File: src/rtl/bcd_updown_counter.sv
// Multi-digit cascaded BCD up/down counter with load, clear, wrap/saturate
// mode, combinational terminal-count and registered carry/load-error pulses.
module bcd_updown_counter #(
  parameter int DIGITS = 2,
  parameter bit WRAP   = 1'b1
) (
  input  logic                  clk,
  input  logic                  reset,
  input  logic                  en,
  input  logic                  up,
  input  logic                  clr,
  input  logic                  load,
  input  logic [4*DIGITS-1:0]   load_val,
  output logic [4*DIGITS-1:0]   count,
  output logic                  tc,
  output logic                  co,
  output logic                  load_err
);
  localparam int W = 4 * DIGITS;

  logic [W-1:0]    count_reg;
  logic [W-1:0]    step_val;
  logic [W-1:0]    load_fix;
  logic [DIGITS:0] nine_chain;
  logic [DIGITS:0] zero_chain;
  logic [DIGITS-1:0] bad_nib;
  logic            co_reg;
  logic            load_err_reg;
  logic            terminal;

  // nine_chain[i] / zero_chain[i]: every digit below i is 9 / 0, i.e. digit i
  // receives the ripple carry / borrow this cycle.
  assign nine_chain[0] = 1'b1;
  assign zero_chain[0] = 1'b1;

  generate
    for (genvar gi = 0; gi < DIGITS; gi++) begin : g_digit
      logic [3:0] d;
      logic [3:0] lv;
      logic [3:0] d_up;
      logic [3:0] d_dn;
      logic       step;

      assign d    = count_reg[4*gi +: 4];
      assign lv   = load_val[4*gi +: 4];
      assign nine_chain[gi+1] = nine_chain[gi] & (d == 4'd9);
      assign zero_chain[gi+1] = zero_chain[gi] & (d == 4'd0);

      assign step = up ? nine_chain[gi] : zero_chain[gi];
      assign d_up = (d == 4'd9) ? 4'd0 : d + 4'd1;
      assign d_dn = (d == 4'd0) ? 4'd9 : d - 4'd1;
      assign step_val[4*gi +: 4] = step ? (up ? d_up : d_dn) : d;

      assign bad_nib[gi] = (lv > 4'd9);
      assign load_fix[4*gi +: 4] = bad_nib[gi] ? 4'd0 : lv;
    end
  endgenerate

  assign terminal = up ? nine_chain[DIGITS] : zero_chain[DIGITS];
  assign tc       = en & terminal;

  always_ff @(posedge clk or posedge reset) begin
    if (reset) begin
      count_reg    <= '0;
      co_reg       <= 1'b0;
      load_err_reg <= 1'b0;
    end else if (clr) begin
      count_reg    <= '0;
      co_reg       <= 1'b0;
      load_err_reg <= 1'b0;
    end else if (load) begin
      count_reg    <= load_fix;
      co_reg       <= 1'b0;
      load_err_reg <= |bad_nib;
    end else begin
      co_reg       <= 1'b0;
      load_err_reg <= 1'b0;
      // In saturate mode a step at the terminal value is suppressed entirely.
      if (en && (WRAP || !terminal)) begin
        count_reg <= step_val;
        co_reg    <= terminal;
      end
    end
  end

  assign count    = count_reg;
  assign co       = co_reg;
  assign load_err = load_err_reg;

endmodule

File: config.mk
export PLATFORM = sky130hd
export DESIGN_NAME = bcd_updown_counter
export DESIGN_NICKNAME = d
export VERILOG_FILES = /design/src/rtl/bcd_updown_counter.sv
export SDC_FILE = /design/constraint.sdc
export NUM_CORES = 1
export LEC_CHECK = 0
export ABC_AREA = 1
export ABC_CLOCK_PERIOD_IN_PS = 1800
export CORE_MARGIN = 2
export CORE_UTILIZATION = 41
export DETAILED_ROUTE_END_ITERATION = 16
export GPL_ROUTABILITY_DRIVEN = 0
export PLACE_DENSITY = 0.82
export SLEW_MARGIN = 20
export SYNTH_ARGS = -nofsm -noshare
export SYNTH_HDL_FRONTEND = slang
export SYNTH_SLANG_ARGS = --single-unit
File: constraint.sdc
create_clock -name clk -period 1.8 [get_ports clk]
set_input_delay 0.36 -clock clk [delete_from_list [all_inputs] [get_ports clk]]
set_output_delay 0.36 -clock clk [all_outputs]
set_load 0.1 [all_outputs]
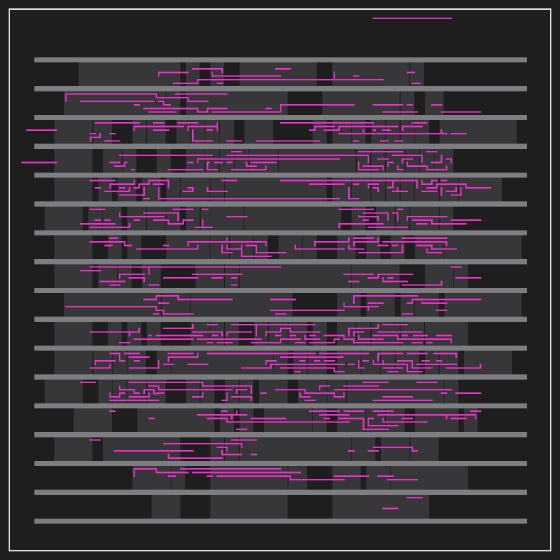
*The metal 1 layer*
Supply wires on this layer in grey.
longest straight run: 17.9 um
wire length on this layer: 1,000 um

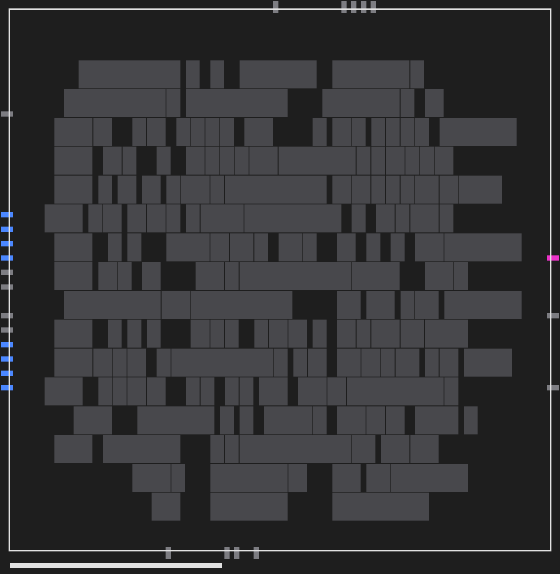
*Pin placement*
Scale bar: 20 um. Pins as bars across the die edge, other pins in grey.
| port | colour | pins | direction | edge |
|---|---|---|---|---|
| load_val | blue | 8 | input | left |
| co | magenta | 1 | output | right |
all pins by edge: 13 left, 5 top, 4 bottom, 3 right

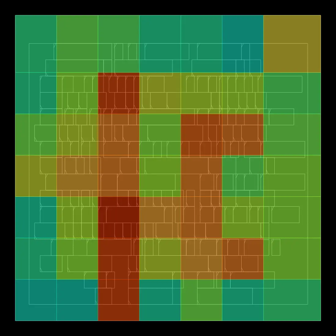
*Routing congestion map*
M1 GR Usage: 26.8%
GR Util met2: 36.6%
routed len/inst: 11.4 um
M3 GR Usage: 2.34%

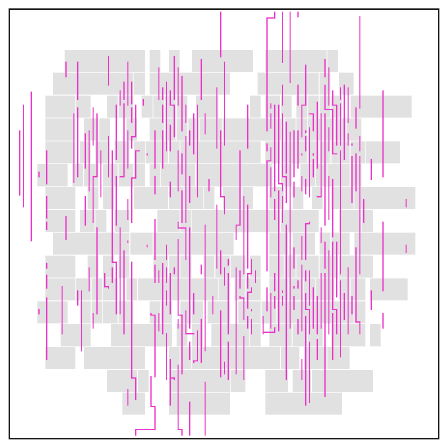
*The metal 2 layer*
share of all routed wire: 50%
main direction: vertical
nets with wire on the layer: 169
longest straight run: 23.3 um
wire length on this layer: 1,200 um

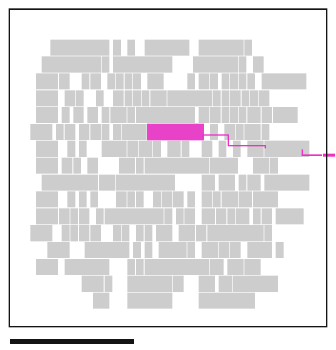
*Wires at chosen ports, followed through buffers*
Scale bar: 20 um.
| port | colour | bits | direction | edge | end cells | buffers | wire |
|---|---|---|---|---|---|---|---|
| co | magenta | 1 | output | right | 1 | 1 | 16.3 um |

==> results.tsv <==
stage	metric	value	unit
floorplanning	fp_density	44.7	%
finish	Post-Layout Inst Area	1460	sq um
min_path	Tightest Hold Check Type	input port to asynchronous set/reset pin	
detailed_routing	Via-to-Cell Ratio	5.20	
finish	Top Layout Cells	nand2_1 (48), nand3_1 (23)	
detailed_routing	Initial DRC Count	39	
finish	CLK BUF	3	
worst_setup_path	WP data required	1.44	ns
detailed_routing	met3 WL post-DR	158	um
synthesis	Mux area share	0	%
worst_setup_path	most used cell, CP	nand2_4	
clocking	Post-CTS Resized	2	
synthesis	and+or+nand+nor area frac	48.6	%
finish	Largest register FFs	8	
finish	buffering overhead	31.8	%
global_routing	antenna violations before repair	0	
finish	ant diodes	0	
global_routing	first-pass GRT wire length	4210	um
detailed_routing	Detailed Routing Iterations Pass 1	4	
finish	Logic cell area	591	sq um
finish	Clock buf/inv share	1.55	%
worst_setup_path	Worst EP arrival	1.67	ns
detailed_routing	M1 WL	1000	um
sta	Hold Slack	0.362	ns
worst_setup_path	Register-to-Register Setup Slack	0.23	ns
sta	post-route setup slack	-0.231	ns
finish	Layout area overhead	61.1	%
detailed_routing	drt total wl	2390	um
floorplanning	Die Y	50.9	um
worst_setup_path	Reg2Reg Depth	12	
power	worst vdd ir	0.000478	V
sta	setup tns final	-0.231	ns
clocking	H-tree Lvls	1	
synthesis	area share of fa/ha/maj cells after synthesis	4.16	%
clocking	CTS tree	done	
finish	non-filler cells, final	209	
floorplanning	chip area	2590	sq um
sta	min Tclk post-route	2.03	ns
worst_setup_path	cell at the slowest stage of the critical path	dfrtp_4	
clocking	CTS Hold Bufs	0	
detailed_routing	metal2 WL	1200	um
synthesis	#FFs+latches synth	10	
sta	Final setup viols	1	
worst_setup_path	start point of the critical path	count[1]$_DFFE_PP0P_	
power	Pwr Density	647	nW/um^2
worst_setup_path	WP buf/inv	3	
run	Log Warnings	31	
synthesis	Main logic family	simple AND/OR/NAND/NOR gates	
worst_setup_path	critical-path cell list	inv_4, ha_4, nand2_4, nor2_4, nand2_4, o22ai_2, nand2_2, clkinvlp_4, buf_12	
floorplanning	Die Wd	50.9	um
place	Setup Slack @ Placement	-0.232	ns
synthesis	# Cells Yosys	144	
worst_setup_path	slowest stage delay, CP	0.49	ns
sta	unrepaired setup endpoints after global routing	yes	
detailed_routing	uppermost layer routed	met4	
finish	MI comb cells	113	
synthesis	Mapped Area	903	sq um
sta	Setup Skew	0.00416	ns
synthesis	Compound Share, Synth	8.86	%
clocking	CTS root buf	clkbuf_4	
finish	Flop area	265	sq um
worst_setup_path	Startpoint Class	flop	
clocking	number of clock sinks	10	
synthesis	area reported by Yosys stat	903	sq um
finish	Comb area share	40.6	%
global_routing	pin count of the biggest net entering global routing	11	
synthesis	Synth Instances	144	
synthesis	Seq/Total Area, Yosys	27.7	%
clocking	Num CTS Buffers	3	
finish	fraction of layout cells with a size suffix above 1	29.7	%
finish	flop share of the area	18.2	%
worst_setup_path	stages on the worst setup path	9	
synthesis	yosys warns	0	
sta	worst-margin pin slew	0.444	ns
floorplanning	IO Pins	25	
power	static leakage	0.723	nW
global_routing	grt total ovfl	0	
worst_setup_path	worst r2r dst	count[6]$_DFFE_PP0P_	
clocking	postcts setup bufs	3	
place	Placed Cells incl. Taps	203	
place	IO buf count	24	
place	hpwl dp	1980	um
sta	Final Slew Violations	0	
worst_setup_path	CP Capture Point	tc	
worst_setup_path	critical path class	flop to primary output	
finish	Non-CTS inverters	19	
synthesis	Nets at Floorplan	161	
sta	crit share post-route	113	%
floorplanning	floorplan row count	16	
floorplanning	core area	2020	sq um
clocking	Bufs on Longest Clock Path	2	
global_routing	total track usage	21.2	%
floorplanning	n_taps	27	
synthesis	top-count cell post-synth	nand2_1	
synthesis	Yosys top cell by area	dfrtp_1	
synthesis	Top cell area share	27.7	%
synthesis	async set or reset register ratio after synthesis	100	%
synthesis	count of library flops with an enable pin	0	
sta	Hold Vio Cnt, Final	0	
finish	fin util	72.0	%
global_routing	vias in the first global route	997	
synthesis	post-synth cell types	20	
detailed_routing	antenna-violating nets left	0	
worst_setup_path	worst-path maximum fanout	3	
run_status	outcome	finished with violations	
global_routing	busiest layer in global routing	met2	
synthesis	top cells by count	nand2_1 (49), nand3_1 (23), inv_1 (15)	
worst_setup_path	R2R Path Start	count[1]$_DFFE_PP0P_	
worst_setup_path	CP top delay family	flip-flops	
finish	Non-clock buffers	37	
finish	Final nets	201	
run_status	failing checks	negative setup slack	
place	Placement Cell Area	1390	sq um
worst min path at each step:
stage | startpoint | end
final | reset | count[0]$_DFFE_PP0P_
after global routing | reset | load_err$_DFF_PP0_
after CTS | reset | count[0]$_DFFE_PP0P_
after detailed placement | count[7]$_DFFE_PP0P_ | count[7]$_DFFE_PP0P_
after global placement | count[7]$_DFFE_PP0P_ | count[7]$_DFFE_PP0P_
after floorplan | reset | co$_DFF_PP0_
power breakdown:
part	switching, W	total (W)	leakage [nW]	internal [W]
Combinational	0.000302	0.000504	0.588	0.000202
Clock	0.0000758	0.000153	0.0138	0.0000773
Sequential	0.0000366	0.000284	0.121	0.000247
Total	0.000415	0.000941	0.723	0.000527
No activity file was given, so power comes from the tool's default toggle rates.
